Fig. 1: run 1, cell classes on the final placement
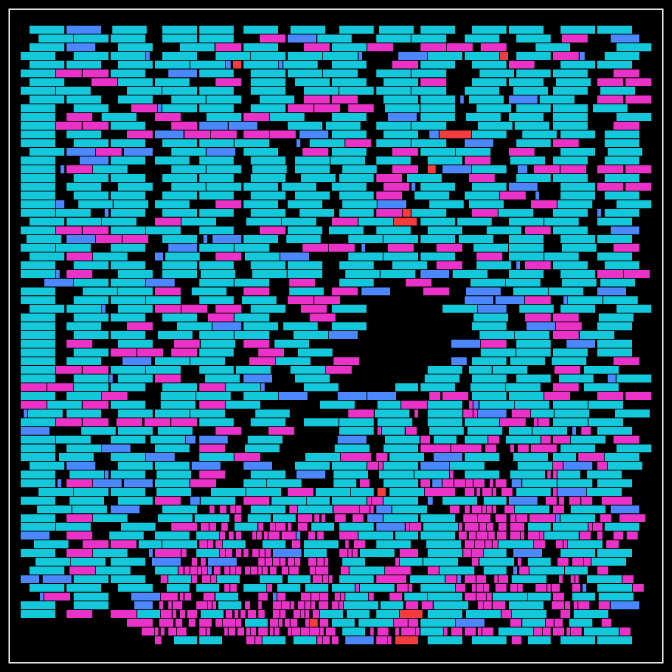
Fig. 2: run 1, clock nets
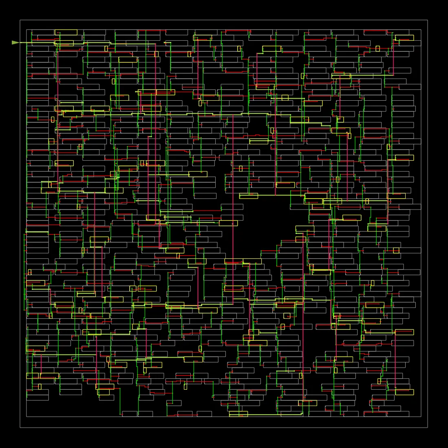
Fig. 3: run 1, sequential cells coloured by netlist name
Other sequential cells in the stronger grey, the rest of the logic in the fainter grey.
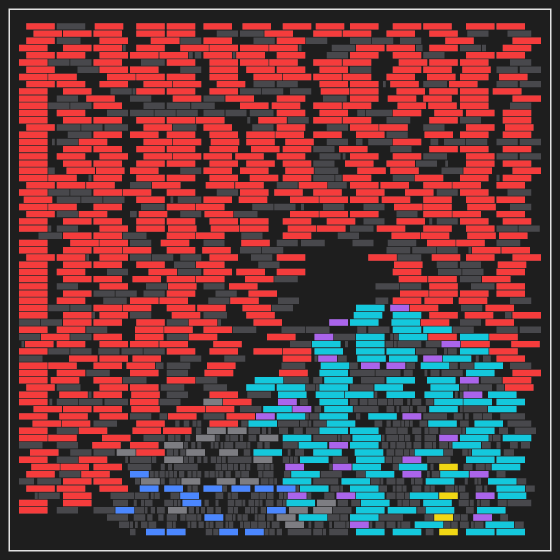
Fig. 4: run 1, gate families picked out
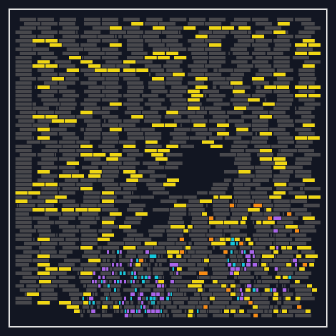
**src/rtl/icache_fetch.sv**
```systemverilog
// Direct-mapped instruction cache for the fetch stage. It serves hits combinationally
// and fetches missing 128-bit lines from instruction memory with a request/valid handshake.
module icache_fetch #(
  parameter int XLEN      = 32,
  parameter int SETS      = 4,
  parameter int MEM_LINES = 8,
  parameter int CNT_W     = 16
) (
  input  logic                         clk,
  input  logic                         rst,
  input  logic                         F_req,
  input  logic [XLEN-1:0]              F_pc,
  input  logic                         F_flush,
  output logic [XLEN-1:0]              F_inst,
  output logic                         F_inst_valid,
  output logic                         F_stall,
  output logic                         F_mem_req,
  output logic [$clog2(MEM_LINES)-1:0] F_mem_addr,
  input  logic [4*XLEN-1:0]            F_mem_inst,
  input  logic                         F_mem_valid,
  output logic [CNT_W-1:0]             hit_count,
  output logic [CNT_W-1:0]             miss_count
);

  localparam int IDX   = $clog2(SETS);
  localparam int TAG_W = XLEN - 4 - IDX;
  localparam int MA_W  = $clog2(MEM_LINES);

  typedef enum logic {S_IDLE, S_WAIT} state_t;

  state_t             state_q;
  logic [SETS-1:0]    valid_q;
  logic               cancel_q;
  logic [IDX-1:0]     miss_idx_q;
  logic [TAG_W-1:0]   miss_tag_q;
  logic               mem_req_q;
  logic [MA_W-1:0]    mem_addr_q;
  logic [CNT_W-1:0]   hit_cnt_q;
  logic [CNT_W-1:0]   miss_cnt_q;
  logic [CNT_W-1:0]   hit_cnt_d;

  logic [TAG_W-1:0]   tag_q  [SETS];
  logic [XLEN-1:0]    data_q [SETS][4];

  logic [1:0]         word;
  logic [IDX-1:0]     idx;
  logic [TAG_W-1:0]   tag;
  logic               hit;
  logic               miss_issue;
  logic               fill_we;
  logic               unused_pc_bits;

  assign word = F_pc[3:2];
  assign idx  = F_pc[4+IDX-1:4];
  assign tag  = F_pc[XLEN-1:4+IDX];
  assign unused_pc_bits = ^F_pc[1:0];

  assign hit          = valid_q[idx] & (tag_q[idx] == tag);
  assign F_inst_valid = F_req & hit & (state_q == S_IDLE) & ~F_flush;
  assign F_inst       = data_q[idx][word];
  assign F_stall      = F_req & ~F_inst_valid;

  assign miss_issue = (state_q == S_IDLE) & F_req & ~hit & ~F_flush;
  // A flush arriving together with the returning line cancels that fill too.
  assign fill_we    = (state_q == S_WAIT) & F_mem_valid & ~cancel_q & ~F_flush;

  assign hit_cnt_d = (F_inst_valid && hit_cnt_q != '1) ? hit_cnt_q + 1'b1 : hit_cnt_q;

  always_ff @(posedge clk) begin
    if (rst) begin
      state_q    <= S_IDLE;
      valid_q    <= '0;
      cancel_q   <= 1'b0;
      mem_req_q  <= 1'b0;
      mem_addr_q <= '0;
      hit_cnt_q  <= '0;
      miss_cnt_q <= '0;
      miss_idx_q <= '0;
      miss_tag_q <= '0;
    end else begin
      hit_cnt_q <= hit_cnt_d;
      mem_req_q <= 1'b0;
      case (state_q)
        S_IDLE: begin
          if (miss_issue) begin
            mem_req_q  <= 1'b1;
            mem_addr_q <= F_pc[4+MA_W-1:4];
            miss_idx_q <= idx;
            miss_tag_q <= tag;
            if (miss_cnt_q != '1) miss_cnt_q <= miss_cnt_q + 1'b1;
            state_q    <= S_WAIT;
          end
        end
        S_WAIT: begin
          if (F_mem_valid) begin
            if (fill_we) valid_q[miss_idx_q] <= 1'b1;
            cancel_q <= 1'b0;
            state_q  <= S_IDLE;
          end else if (F_flush) begin
            cancel_q <= 1'b1;
          end
        end
        default: state_q <= S_IDLE;
      endcase
      // Flush wins over any valid bit set above.
      if (F_flush) valid_q <= '0;
    end
  end

  always_ff @(posedge clk) begin
    if (fill_we) begin
      tag_q[miss_idx_q] <= miss_tag_q;
      for (int w = 0; w < 4; w++) begin
        data_q[miss_idx_q][w] <= F_mem_inst[w*XLEN +: XLEN];
      end
    end
  end

  assign F_mem_req  = mem_req_q;
  assign F_mem_addr = mem_addr_q;
  assign hit_count  = hit_cnt_q;
  assign miss_count = miss_cnt_q;

endmodule

```
**config.mk**
```make
export PLATFORM = sky130hd
export DESIGN_NAME = icache_fetch
export DESIGN_NICKNAME = d
export VERILOG_FILES = /design/src/rtl/icache_fetch.sv
export SDC_FILE = /design/constraint.sdc
export NUM_CORES = 1
export LEC_CHECK = 0
export CAP_MARGIN = 40
export CORE_MARGIN = 3
export CORE_UTILIZATION = 68
export CTS_CLUSTER_DIAMETER = 50
export DETAILED_ROUTE_END_ITERATION = 7
export DONT_BUFFER_PORTS = 1
export PLACE_DENSITY = 0.9
export SLEW_MARGIN = 20
export SYNTH_ARGS = -nofsm -noshare
export SYNTH_HDL_FRONTEND = slang
export SYNTH_SLANG_ARGS = --single-unit
```
**constraint.sdc**
```tcl
create_clock -name clk -period 35.9 [get_ports clk]
set_input_delay 10.77 -clock clk [delete_from_list [all_inputs] [get_ports clk]]
set_output_delay 10.77 -clock clk [all_outputs]
set_load 0.02 [all_outputs]
```
==> out/results.txt, run 1 <==
Final WS setup: 11.65 ns
Well Taps: 511
post-synthesis cell area: 0.0265 mm2
Reg clk slew, reported paths: 0.06 ns
# fillers: 1979
vias after detailed routing: 12898
I/O Pins: 235
buffering overhead: 0.00455
Final Hold Vio Count: 0
reg-to-reg slack, setup: 32.26 ns
clk latency late pin: 0.59 ns
Internal: 1290 uW
Die Height: 203 um
RSZ-0062 raised after global routing: false
met2 Use GR: 0.495
top power group: registers
clock tree cell share of total cell area: 0.0739
routed length per instance: 32.4 um
antenna diode count: 0
Clock power frac: 0.428
Max clock buf depth: 3
PD cells: 55.5 mW/mm2
Power Total: 1620 uW
Post-synth ARST share: 0
GR peak layer: met2
final wirelength: 59800 um
critical path class: primary input to primary output
number of non-clock inverters: 9
Syn-to-layout area delta: 9.93%
yosys warns: 0
Commonest cells post-synth: edfxtp_1, mux4_2, dfxtp_1, mux2i_1, nor2_1
max cap viols: 0
Min-Delay Path Class: flip-flop to flip-flop
Seq share, synth: 0.749
biggest area consumer among synthesized cells: edfxtp_1
CTS root buffer: clkbuf_16
post-synth cell types: 68
floorplan utilization: 0.697
GRT met3 Usage: 0.0934
antenna violations before repair: 0
first-pass GRT wire length: 89000 um
tool warnings: 36
Global Route Usage Sum: 0.296
CTS resizes: 0
status: completed
Final GP Congestion: 0.809
dpl hpwl: 32200 um
main logic family after synthesis: multiplexers
Setup Buffers After CTS: 0
die area: 0.0414 mm2
total grt overflow: 0
residual DRC count: 0
hold slack: 0.467 ns
H-Tree Depth: 3
min Tclk post-route: 24.25 ns
Slew HR: 0.273
number of enable flip-flop cells: 616
most common cell in the netlist: edfxtp_1
buffers added on ports: 0
CTS tree: built
ys flop type: edfxtp_1
xor+xnor area frac: 0.00685
Top Metal Used: met4
fin. max-slew vios: 0
Critical path origin: F_pc[4]
yosys synthesis chip area: 0.0265 mm2
pre-CTS WS: 11.70 ns
number of global-route vias before repair: 13551
About Fig. 1:
[remaining buffers and delay cells] red | cells: 10
[sequential cells] cyan | cells: 683
[clock drivers and dummy loads] blue | cells: 124
[combinational and other logic] magenta | cells: 517
Core Region: 0.0380 mm2
Seq area share: 0.681
FP Rows: 71
final core utilization: 0.766
fin area: 0.0291 mm2

About Fig. 2:
CTS sink count: 683
flop count: 683
Clock Skew: 0.0246 ns
clock network power: 691 uW
clock buf count: 91

About Fig. 3:
[`miss_tag_q`] purple | sequential cells: 26
[`tag_q`] cyan | sequential cells: 104
[`data_q`] red | sequential cells: 512 | where: spread over the die
[`miss_count`] blue | sequential cells: 16
[`valid_q`] yellow | sequential cells: 4 | where: bottom right
Flop area: 0.0198 mm2
P_seq: 875 uW

About Fig. 4:
[xor and xnor cells] orange | cells: 19
[mux cells] yellow | cells: 238 | where: spread over the die
[aoi and oai cells] purple | cells: 75
[nand cells] cyan | cells: 49
Comb/total area: 0.217
final non-filler cell total: 1845
Commonest Layout Cell: edfxtp_1

-- run 1: logic make-up (layout without fill, tap and decap cells) --
logic type	Yosys count	after routing
AOI/OAI and AO/OA	89	89
and+or+nand+nor	160	160
buffers and inverters	73	143
xor gates and xnor gates	19	19
adders and majority gates	2	2
DFF	683	683
muxes	238	238
-- run 1: worst max-delay path, stage by stage --
cell and delay, ns:
mux4_2 0.52, xnor2_1 0.29, inv_1 0.07, a2111o_1 0.41, nor4_2 0.49, nand2_1 0.21, nor2_1 0.42, nor2b_1 0.22
-- run 1: how the worst min path moves through the flow --
stage | startpoint | endpoint | slack (ns)
final | valid_q[1] | valid_q[1] | 0.47
after CTS | valid_q[1] | valid_q[1] | 0.47
after global routing | valid_q[0] | valid_q[0] | 0.49
after floorplan | valid_q[2] | valid_q[2] | 0.44
after detailed placement | valid_q[1] | valid_q[1] | 0.46
after global placement | valid_q[2] | valid_q[2] | 0.44
-- run 1: placed cells by master, fill, tap and decap left out, drive strengths merged, types with 4 or more instances in the layout --
cell | netlist | routed
nand3 | 14 | 14
xor2 | 4 | 4
o21ai | 15 | 15
dfxtp | 67 | 67
xnor2 | 15 | 15
clkinv | 0 | 23
nor4 | 6 | 6
o21a | 4 | 4
mux4 | 175 | 175
o311ai | 4 | 4
clkbuf | 33 | 91
o211ai | 5 | 5
mux2i | 55 | 55
nor3 | 6 | 6
nor2 | 46 | 46
and3 | 13 | 13
a21oi | 26 | 26
buf | 31 | 10
or3 | 14 | 14
nor2b | 6 | 6
o31ai | 7 | 7
edfxtp | 616 | 616
nor3b | 4 | 4
nand4 | 9 | 9
or4 | 6 | 6
o41ai | 4 | 4
inv | 9 | 14
nand2 | 22 | 22
a221oi | 4 | 4
mux2 | 8 | 8
Fig. 5: run 1, clock network drawn from the DEF
Scale bar: 50 um.
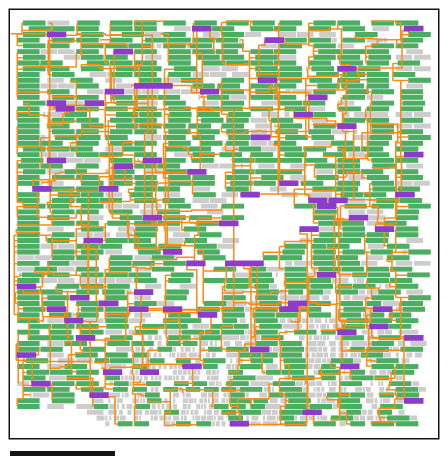

==> inputs of run 2 (changes only) <==
Settings changed: CORE_UTILIZATION 68 to 63, PLACE_DENSITY 0.9 to 0.85.
Clock period 35.9 ns to 23.9 ns, I/O delays scaled along.
Fig. 6: run 2, clock network drawn from the DEF
Scale bar: 50 um.
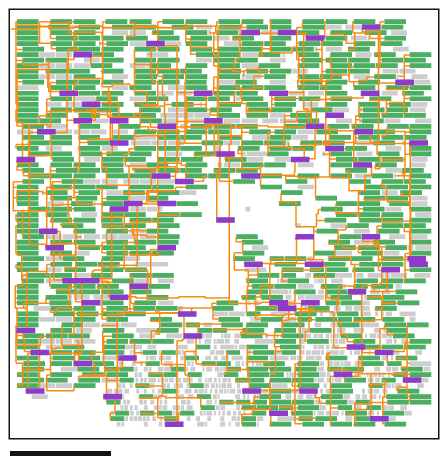
[clock drivers] purple | count: 70
[flip-flops] green | count: 683
[clock wires] orange | length: 7770 um
flops lie: spread over the die
clock network power: 1080 uW
Clock Skew: 0.0185 ns
Clock power frac: 0.438
clk latency late pin: 0.58 ns

Fig. 7: run 2, sequential cells coloured by netlist name
Other sequential cells in the stronger grey, the rest of the logic in the fainter grey.
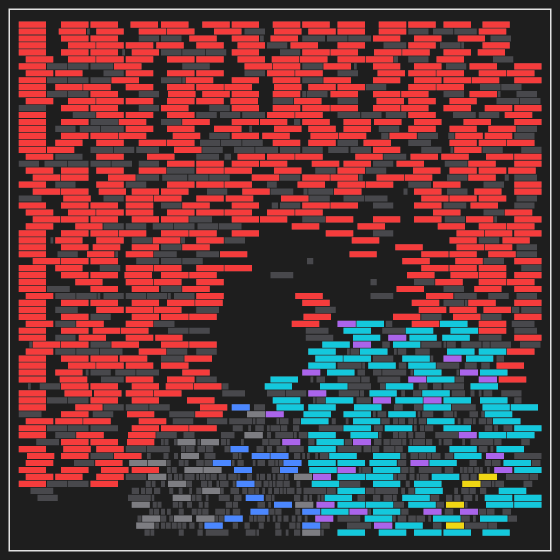
[`miss_tag_q`] purple | sequential cells: 26
[`miss_count`] blue | sequential cells: 16 | where: bottom middle
[`tag_q`] cyan | sequential cells: 104
[`data_q`] red | sequential cells: 512 | where: spread over the die
[`valid_q`] yellow | sequential cells: 4 | where: bottom right
final core utilization: 0.711
P_seq: 1310 uW
Seq area share: 0.677

==> run 2 against run 1 <==
Non-clock buffer count is 3 higher. Synthesized area stayed put. Setup slack worse by 5.0 ns. Critical path depth stayed put. Clock skew is 0.0060 ns lower. Utilization is 5.5 points lower. Sequential cell count stayed put. Sequential share of layout area is 0.40 points lower. Sequential power is about 50% higher. Clock power is 56% higher. Critical endpoint unchanged.
==> out/results.txt, run 2 <==
status: completed
Min-Delay Path Class: flip-flop to flip-flop
Synth Area in Simple Gates: 0.0326
Final WS setup: 6.64 ns (-5.01 ns)
CTS sink count: 683 (unchanged)
ys cells: 1264
largest register by flop count: data_q
Top Layout Cells: edfxtp_1, mux4_2, clkbuf_16
main logic family after synthesis: multiplexers
min Tclk post-route: 17.26 ns
cts hold-fix bufs: 0
Commonest Layout Cell: edfxtp_1
Commonest cells post-synth: edfxtp_1, mux4_2, dfxtp_1, mux2i_1, nor2_1
Largest register FFs: 512
number of global-route vias before repair: 13145 (-3.0%)
post-synthesis cell area: 0.0265 mm2 (unchanged)
ys flop type: edfxtp_1
Die Height: 211 um (+3.8%)
Tcrit/Tclk final: 0.722
routed length per instance: 30.0 um (-7.5%)
Slew @ Worst Pin: 1.07 ns
CTS root buffer: clkbuf_16
Max clock buf depth: 3 (unchanged)
fin. max-slew vios: 0 (unchanged)
RSZ-0062 raised after global routing: false
post-route ant nets: 0
H-Tree Depth: 3 (unchanged)
first-pass GRT wire length: 84000 um (-5.7%)
Slew HR: 0.288 (+0.0151)
LEAKAGE: 0.00916 uW
Final nets: 1452
biggest regs: data_q (512), tag_q (104), miss_tag_q (26)
floorplan utilization: 0.643 (-0.0538)
total grt overflow: 0 (unchanged)
dpl hpwl: 30200 um (-6.1%)
most common cell in the netlist: edfxtp_1
drt pass-1 iters: 5
Adder Area Share: 0.000945
Global Route Usage Sum: 0.256 (-0.0404)
top cells by area: edfxtp_1, mux4_2, dfxtp_1
residual DRC count: 0 (unchanged)
yosys synthesis chip area: 0.0265 mm2 (unchanged)
Syn-to-layout area delta: 10.6%
Final Hold Vio Count: 0 (unchanged)
Max FO, Critical Path: 159
Setup Buffers After CTS: 0 (unchanged)
maximum vdd drop: 0.0719 mV
die width: 211 um
Flop area: 0.0198 mm2 (unchanged)
critical path class: primary input to primary output
PD cells: 84.3 mW/mm2 (+52%)
Compound Share, Synth: 0.0231
vias after detailed routing: 12647 (-1.9%)
# setup viols final: 0
Seq share, synth: 0.749 (unchanged)
CTS resizes: 0 (unchanged)
number of enable flip-flop cells: 616 (unchanged)
antenna violations before repair: 0 (unchanged)
pin count of the biggest net entering global routing: 173
die area: 0.0445 mm2 (+7.7%)
1st-iter DRT viols: 1279
max cap viols: 0 (unchanged)
FP Rows: 74 (+4.2%)
Reg clk slew, reported paths: 0.06 ns (about the same)
vias per inst: 6.77
I/O Pins: 235 (unchanged)
Yosys reg bits: 683
reg-to-reg slack, setup: 20.43 ns (-11.83 ns)
post-synth cell types: 68 (unchanged)
yosys warns: 0 (unchanged)
final wirelength: 55900 um (-6.4%)
Mux cell area share: 0.174
share of the synthesized area in the top cell type: 0.698
pre-CTS WS: 6.77 ns (-4.93 ns)
Final GP Congestion: 0.838 (+3.5%)
Core Region: 0.0412 mm2 (+8.4%)
tool warnings: 34 (-5.6%)
biggest area consumer among synthesized cells: edfxtp_1
buffers added on ports: 0 (unchanged)
# fillers: 2275 (+15%)
Post-synth ARST share: 0 (unchanged)
xor+xnor area frac: 0.00685 (unchanged)
antenna diode count: 0 (unchanged)
CP required: 16.73 ns
CTS tree: built
WP data arrival: 10.09 ns
Fig. 8: run 2, clock nets
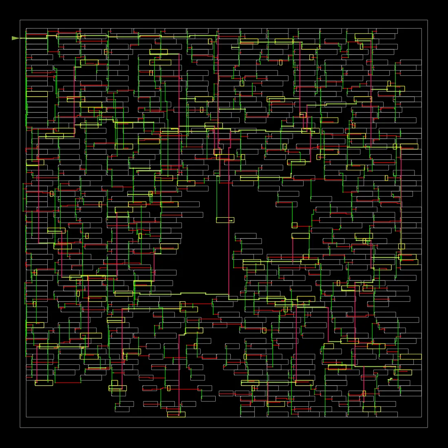
TritonCTS Buffers: 70
clock buf count: 86

[run 2: layout make-up]
type | count | share of cell area
Sequential cell | 683 | 0.677
Multi-Input combinational cell | 508 | 0.216
Clock buffer | 86 | 0.0633
Tap cell | 532 | 0.0227
Clock inverter | 36 | 0.0134
Timing Repair Buffer | 13 | 0.00624
Inverter | 9 | 0.00115
[run 2: worst paths after layout]
kind | start | to | depth (start not counted)
setup / recovery | F_pc[4] | F_stall | 8
hold / removal | valid_q[3] | valid_q[3] | 1
setup reg to reg | tag_q[2][12] | miss_count[0] | 8
hold reg to reg | valid_q[3] | valid_q[3] | 1
[run 2: critical path, stage by stage]
cell and delay [ns]:
mux4_2 0.54, xnor2_1 0.32, inv_1 0.08, a2111o_1 0.41
nor4_2 0.49, nand2_1 0.30, nor2_1 0.45, nor2b_1 0.22
[run 2: where the power goes]
part | switching [uW] | total (uW) | internal [uW] | leakage [uW]
registers | 5.53 | 1310 | 1310 | 0.00603
clock network | 444 | 1080 | 638 | 0.00110
logic | 32.0 | 72.5 | 40.5 | 0.00204
total | 482 | 2470 | 1990 | 0.00916
[run 2: through the flow]
stage / hold WS (ns) / power (uW) / instances / area, um2
2_1_floorplan: 0.435 / 1420 / 1264 / 26500
3_3_place_gp: 0.444 / 1410 / 1741 / 26900
3_5_place_dp: 0.454 / 1410 / 1744 / 27000
4_1_cts: 0.468 / 2480 / 1866 / 29300
5_1_grt: 0.490 / 2530 / 1867 / 29300
6_report: 0.467 / 2470 / 1867 / 29300
[run 2: metal layers]
| layer | share of wire | vias up | global-route usage |
|---|---|---|---|
| met5 | 0 | - | 0 |
| met4 | 0.031 | 0 | 0.0866 |
| met3 | 0.088 | 118 | 0.0766 |
| met2 | 0.52 | 586 | 0.426 |
| met1 | 0.36 | 6625 | 0.328 |
| li1 | - | 5318 | - |
Power and IR drop assume default switching activity.
